==> config.mk <==
export PLATFORM = sky130hd
export DESIGN_NAME = ddr_cmd_monitor
export DESIGN_NICKNAME = d
export VERILOG_FILES = /design/src/rtl/ddr_mon_pkg.sv /design/src/rtl/ddr_mon_fifo.sv /design/src/rtl/ddr_cmd_monitor.sv
export SDC_FILE = /design/constraint.sdc
export NUM_CORES = 1
export LEC_CHECK = 0
export CORE_ASPECT_RATIO = 1.2
export CORE_MARGIN = 2
export CORE_UTILIZATION = 40
export DETAILED_ROUTE_END_ITERATION = 10
export PLACE_DENSITY_LB_ADDON = 0.05
export SLEW_MARGIN = 10
export SYNTH_ARGS = -nofsm -noshare
export SYNTH_HDL_FRONTEND = slang
export SYNTH_SLANG_ARGS = --single-unit
==> constraint.sdc <==
create_clock -name clk -period 5.1 [get_ports clk]
set_input_delay 0.51 -clock clk [delete_from_list [all_inputs] [get_ports clk]]
set_output_delay 0.51 -clock clk [all_outputs]
set_load 0.01 [all_outputs]
==> src/rtl/ddr_mon_pkg.sv <==
// Shared types for the DDR4 command-bus monitor: command codes, record layout,
// sticky error flag bit positions and the command decoder.
package ddr_mon_pkg;

    localparam int unsigned MON_AWIDTH = 17;
    localparam int unsigned MON_BWIDTH = 2;
    localparam int unsigned MON_GWIDTH = 2;
    localparam int unsigned MON_RWIDTH = 1;

    localparam int unsigned FLAG_ACT_OPEN  = 0;
    localparam int unsigned FLAG_RW_CLOSED = 1;
    localparam int unsigned FLAG_REF_OPEN  = 2;
    localparam int unsigned FLAG_OVERFLOW  = 3;

    typedef enum logic [3:0] {
        CMD_ACT  = 4'd0,
        CMD_MRS  = 4'd1,
        CMD_REF  = 4'd2,
        CMD_PRE  = 4'd3,
        CMD_PREA = 4'd4,
        CMD_RFU  = 4'd5,
        CMD_WR   = 4'd6,
        CMD_WRA  = 4'd7,
        CMD_RD   = 4'd8,
        CMD_RDA  = 4'd9,
        CMD_ZQCS = 4'd10,
        CMD_ZQCL = 4'd11,
        CMD_NOP  = 4'd12
    } ddr_cmd_e;

    typedef struct packed {
        ddr_cmd_e                cmd;
        logic [MON_RWIDTH-1:0]   rank;
        logic [MON_GWIDTH-1:0]   bg;
        logic [MON_BWIDTH-1:0]   ba;
        logic [MON_AWIDTH-1:0]   row;
        logic [9:0]              col;
        logic                    ap;
        logic                    bc_n;
    } ddr_mon_rec_t;

    // rcw = {RAS_n, CAS_n, WE_n}
    function automatic ddr_cmd_e decode_cmd(input logic act_n, input logic [2:0] rcw, input logic ap);
        ddr_cmd_e c;
        if (!act_n) begin
            c = CMD_ACT;
        end else begin
            case (rcw)
                3'b000:  c = CMD_MRS;
                3'b001:  c = CMD_REF;
                3'b010:  c = ap ? CMD_PREA : CMD_PRE;
                3'b011:  c = CMD_RFU;
                3'b100:  c = ap ? CMD_WRA : CMD_WR;
                3'b101:  c = ap ? CMD_RDA : CMD_RD;
                3'b110:  c = ap ? CMD_ZQCL : CMD_ZQCS;
                default: c = CMD_NOP;
            endcase
        end
        return c;
    endfunction

endpackage

==> src/rtl/ddr_mon_fifo.sv <==
// Show-ahead record FIFO; a push into a full FIFO is accepted only when a pop
// happens in the same cycle.
module ddr_mon_fifo #(
    parameter int unsigned DEPTH = 8,
    parameter type         rec_t = logic [7:0]
) (
    input  logic clk,
    input  logic rst,
    input  logic push_i,
    input  rec_t push_data_i,
    output logic push_ok_o,
    output logic valid_o,
    input  logic ready_i,
    output rec_t data_o
);

    localparam int unsigned PW = (DEPTH > 1) ? $clog2(DEPTH) : 1;

    rec_t          mem_q [DEPTH];
    logic [PW-1:0] wptr_q, wptr_d;
    logic [PW-1:0] rptr_q, rptr_d;
    logic [PW:0]   cnt_q, cnt_d;
    logic          full;
    logic          pop;

    assign full      = (cnt_q == (PW+1)'(DEPTH));
    assign valid_o   = (cnt_q != '0);
    assign pop       = valid_o & ready_i;
    assign push_ok_o = push_i & (~full | pop);
    assign data_o    = valid_o ? mem_q[rptr_q] : '0;

    always_comb begin
        wptr_d = wptr_q;
        rptr_d = rptr_q;
        cnt_d  = cnt_q;
        if (push_ok_o) wptr_d = wptr_q + PW'(1);
        if (pop)       rptr_d = rptr_q + PW'(1);
        case ({push_ok_o, pop})
            2'b10:   cnt_d = cnt_q + (PW+1)'(1);
            2'b01:   cnt_d = cnt_q - (PW+1)'(1);
            default: cnt_d = cnt_q;
        endcase
    end

    always_ff @(posedge clk) begin
        if (rst) begin
            wptr_q <= '0;
            rptr_q <= '0;
            cnt_q  <= '0;
        end else begin
            wptr_q <= wptr_d;
            rptr_q <= rptr_d;
            cnt_q  <= cnt_d;
        end
    end

    always_ff @(posedge clk) begin
        if (push_ok_o) mem_q[wptr_q] <= push_data_i;
    end

endmodule

==> src/rtl/ddr_cmd_monitor.sv <==
// DDR4 command-bus monitor: registers the bus, decodes commands, tracks open
// banks per {rank,bg,ba}, flags protocol errors and queues command records.
module ddr_cmd_monitor
    import ddr_mon_pkg::*;
#(
    parameter int unsigned AWIDTH = 17,
    parameter int unsigned BWIDTH = 2,
    parameter int unsigned GWIDTH = 2,
    parameter int unsigned RWIDTH = 1,
    parameter int unsigned DEPTH  = 8
) (
    input  logic              clk,
    input  logic              rst,
    input  logic              ddr4_reset_n,
    input  logic [RWIDTH-1:0] ddr4_cke,
    input  logic [RWIDTH-1:0] ddr4_cs_n,
    input  logic              ddr4_act_n,
    input  logic [GWIDTH-1:0] ddr4_bg,
    input  logic [BWIDTH-1:0] ddr4_ba,
    input  logic [AWIDTH-1:0] ddr4_addr,
    output logic              m_valid,
    input  logic              m_ready,
    output ddr_mon_rec_t      m_rec,
    output logic [3:0]        err_flags,
    output logic [31:0]       cmd_cnt,
    output logic [15:0]       drop_cnt
);

    localparam int unsigned BSHIFT = GWIDTH + BWIDTH;
    localparam int unsigned IW     = RWIDTH + BSHIFT;
    localparam int unsigned NB     = 1 << IW;

    logic              reset_n_q;
    logic [RWIDTH-1:0] cke_q, cs_n_q;
    logic              act_n_q;
    logic [GWIDTH-1:0] bg_q;
    logic [BWIDTH-1:0] ba_q;
    logic [AWIDTH-1:0] addr_q;

    logic [NB-1:0]     bank_open_q, bank_open_d;
    logic [AWIDTH-1:0] bank_row_q [NB];
    logic [3:0]        err_q, err_d, dec_flags;
    logic [31:0]       cmd_cnt_q, cmd_cnt_d;
    logic [15:0]       drop_cnt_q, drop_cnt_d;

    logic [RWIDTH-1:0] rank_sel;
    logic              rank_hit;
    logic              cmd_vld;
    logic [IW-1:0]     bank_idx;
    logic              cur_open;
    logic              rank_any_open;
    ddr_cmd_e          cmd;
    logic [AWIDTH-1:0] row_val;
    logic              row_we;
    logic              push, push_ok;
    ddr_mon_rec_t      rec;

    always_ff @(posedge clk) begin
        if (rst) begin
            reset_n_q <= '0;
            cke_q     <= '0;
            cs_n_q    <= '0;
            act_n_q   <= '0;
            bg_q      <= '0;
            ba_q      <= '0;
            addr_q    <= '0;
        end else begin
            reset_n_q <= ddr4_reset_n;
            cke_q     <= ddr4_cke;
            cs_n_q    <= ddr4_cs_n;
            act_n_q   <= ddr4_act_n;
            bg_q      <= ddr4_bg;
            ba_q      <= ddr4_ba;
            addr_q    <= ddr4_addr;
        end
    end

    // Lowest-index rank with cs_n low is the one addressed.
    always_comb begin
        rank_sel = '0;
        rank_hit = 1'b0;
        for (int unsigned i = 0; i < RWIDTH; i++) begin
            if (!rank_hit && !cs_n_q[i]) begin
                rank_sel = RWIDTH'(i);
                rank_hit = 1'b1;
            end
        end
    end

    assign cmd_vld  = reset_n_q & rank_hit & cke_q[rank_sel];
    assign bank_idx = {rank_sel, bg_q, ba_q};
    assign cur_open = bank_open_q[bank_idx];

    always_comb begin
        rank_any_open = 1'b0;
        for (int unsigned b = 0; b < NB; b++) begin
            if ((b >> BSHIFT) == 32'(rank_sel)) rank_any_open = rank_any_open | bank_open_q[IW'(b)];
        end
    end

    always_comb begin
        cmd         = CMD_NOP;
        row_val     = addr_q;
        row_we      = 1'b0;
        bank_open_d = bank_open_q;
        dec_flags   = err_q;
        if (!reset_n_q) begin
            bank_open_d = '0;
        end else if (cmd_vld) begin
            cmd = decode_cmd(act_n_q, addr_q[16:14], addr_q[10]);
            case (cmd)
                CMD_ACT: begin
                    if (cur_open) dec_flags[FLAG_ACT_OPEN] = 1'b1;
                    bank_open_d[bank_idx] = 1'b1;
                    row_we = 1'b1;
                end
                CMD_PRE: bank_open_d[bank_idx] = 1'b0;
                CMD_PREA: begin
                    for (int unsigned b = 0; b < NB; b++) begin
                        if ((b >> BSHIFT) == 32'(rank_sel)) bank_open_d[IW'(b)] = 1'b0;
                    end
                end
                CMD_REF: if (rank_any_open) dec_flags[FLAG_REF_OPEN] = 1'b1;
                CMD_RD, CMD_WR, CMD_RDA, CMD_WRA: begin
                    if (!cur_open) dec_flags[FLAG_RW_CLOSED] = 1'b1;
                    row_val = cur_open ? bank_row_q[bank_idx] : '0;
                    if (cmd == CMD_RDA || cmd == CMD_WRA) bank_open_d[bank_idx] = 1'b0;
                end
                default: ;
            endcase
        end
    end

    assign push = (cmd != CMD_NOP);

    always_comb begin
        rec      = '0;
        rec.cmd  = cmd;
        rec.rank = MON_RWIDTH'(rank_sel);
        rec.bg   = MON_GWIDTH'(bg_q);
        rec.ba   = MON_BWIDTH'(ba_q);
        rec.row  = MON_AWIDTH'(row_val);
        rec.col  = addr_q[9:0];
        rec.ap   = addr_q[10];
        rec.bc_n = addr_q[12];
    end

    always_comb begin
        err_d      = dec_flags;
        drop_cnt_d = drop_cnt_q;
        cmd_cnt_d  = cmd_cnt_q + 32'(push_ok);
        if (push && !push_ok) begin
            err_d[FLAG_OVERFLOW] = 1'b1;
            if (drop_cnt_q != '1) drop_cnt_d = drop_cnt_q + 16'd1;
        end
    end

    always_ff @(posedge clk) begin
        if (rst) begin
            bank_open_q <= '0;
            err_q       <= '0;
            cmd_cnt_q   <= '0;
            drop_cnt_q  <= '0;
        end else begin
            bank_open_q <= bank_open_d;
            err_q       <= err_d;
            cmd_cnt_q   <= cmd_cnt_d;
            drop_cnt_q  <= drop_cnt_d;
        end
    end

    // Rows need no reset: a row is only read while its open bit is set.
    always_ff @(posedge clk) begin
        if (row_we) bank_row_q[bank_idx] <= addr_q;
    end

    ddr_mon_fifo #(
        .DEPTH (DEPTH),
        .rec_t (ddr_mon_rec_t)
    ) u_fifo (
        .clk         (clk),
        .rst         (rst),
        .push_i      (push),
        .push_data_i (rec),
        .push_ok_o   (push_ok),
        .valid_o     (m_valid),
        .ready_i     (m_ready),
        .data_o      (m_rec)
    );

    assign err_flags = err_q;
    assign cmd_cnt   = cmd_cnt_q;
    assign drop_cnt  = drop_cnt_q;

endmodule

==> flow_summary_export.csv <==
group,metric,value,unit
die,die_height,287,um
synth,ff_type,"edfxtp_1",
die,ioPinCount,119,
clocking,cts.sinks,674,
finish,largest_reg_flops,296,
grt,gr-total-overflow,0,
worst_hold_path,hold-path-cell-count,2,
timing,rsz0062_at_grt,"no",
synth,yosysChipArea,0.0266,sq mm
die,tap_cells,892,
placed_design,globalplace.congestion,0.759,
clocking,clk_pin_slew,0.06,ns
finish,num-nets-final,1687,
run,warnings,27,
clocking,cts_tree,"built",
drt,highest_layer,"met4",
setup_path,cp_slowest_cell,"dfxtp_1",
timing,fin_ws,1.43,ns
setup_path,path_class,"reg2reg",
synth,aoi_share,4.31,%
grt,grt_first_pass_wirelength,93400,um
power_and_ir_drop,sequentialPowerShare,51.2,%
power_and_ir_drop,clk-power,4.98,mW
finish,register_area,0.0192,sq mm
synth,synthDistinctLibCells,59,
synth,synth_cells,1507,
clocking,postCtsHoldBufs,0,
finish,seq_share,61.5,%
finish,ff_count,674,
power_and_ir_drop,p_int,9.31,mW
die,core_util_floorplan,40.4,%
outcome,status,"finished clean",
synth,most_common_cell,"edfxtp_1",
setup_path,path_depth,10,
timing,fin_tns_setup,0,ns
power_and_ir_drop,p_sw_share,21.8,%
finish,final_area,0.0312,sq mm
setup_path,path_delay_family,"simple AND/OR/NAND/NOR gates",
synth,ys_seq_share,72.1,%
setup_path,crit_end,"cmd_cnt[30]",
drt,wl_met3,2290,um
run,cap_viol_max_count,0,
clocking,clock_latency,0.60,ns
drt,antenna_left,0,
power_and_ir_drop,comb_power_share,7.0,%
drt,met2WireLength,31900,um
drt,drt_iter0_drc,843,
finish,final_cell_mix,"edfxtp_1 (568), mux4_2 (147), clkdlybuf4s50_1 (116)",
timing,fmax,0.272,GHz
placed_design,io_buffers,117,
synth,ys.flops,674,
**Power grid**

Scale bar: 50 um. Pins as bars on the die edge. Tap cells in grey.
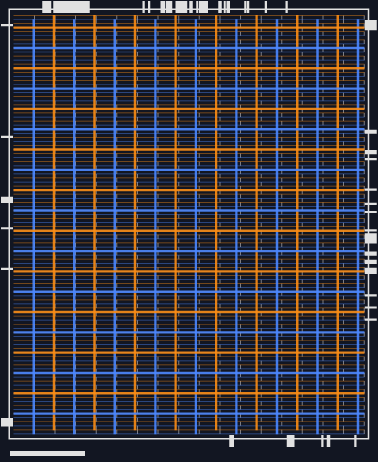
- VDD: orange
- VSS: blue
- met4 straps: 17
- rows: 103
- met5 straps: 20

**Cell classes on the final placement**

Scale bar: 50 um.
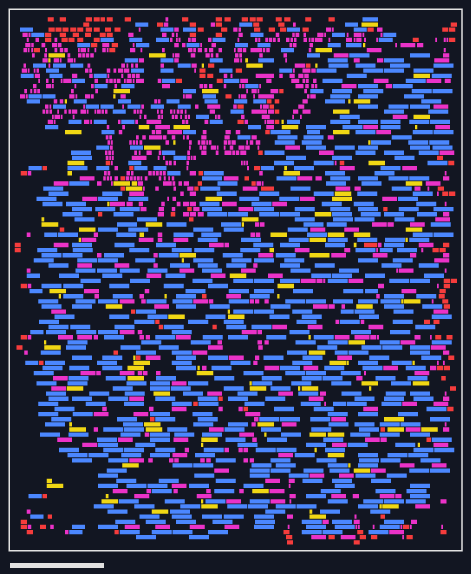
- other buffers and delay cells: red (cells 164; share of their area 5.1%)
- combinational and other logic: magenta (cells 740; share of their area 24%)
- flops: blue (cells 674; share of their area 64%)
- clock drivers and dummy loads: yellow (cells 129; share of their area 7.4%)

No activity file was given, so power comes from the tool's default toggle rates.
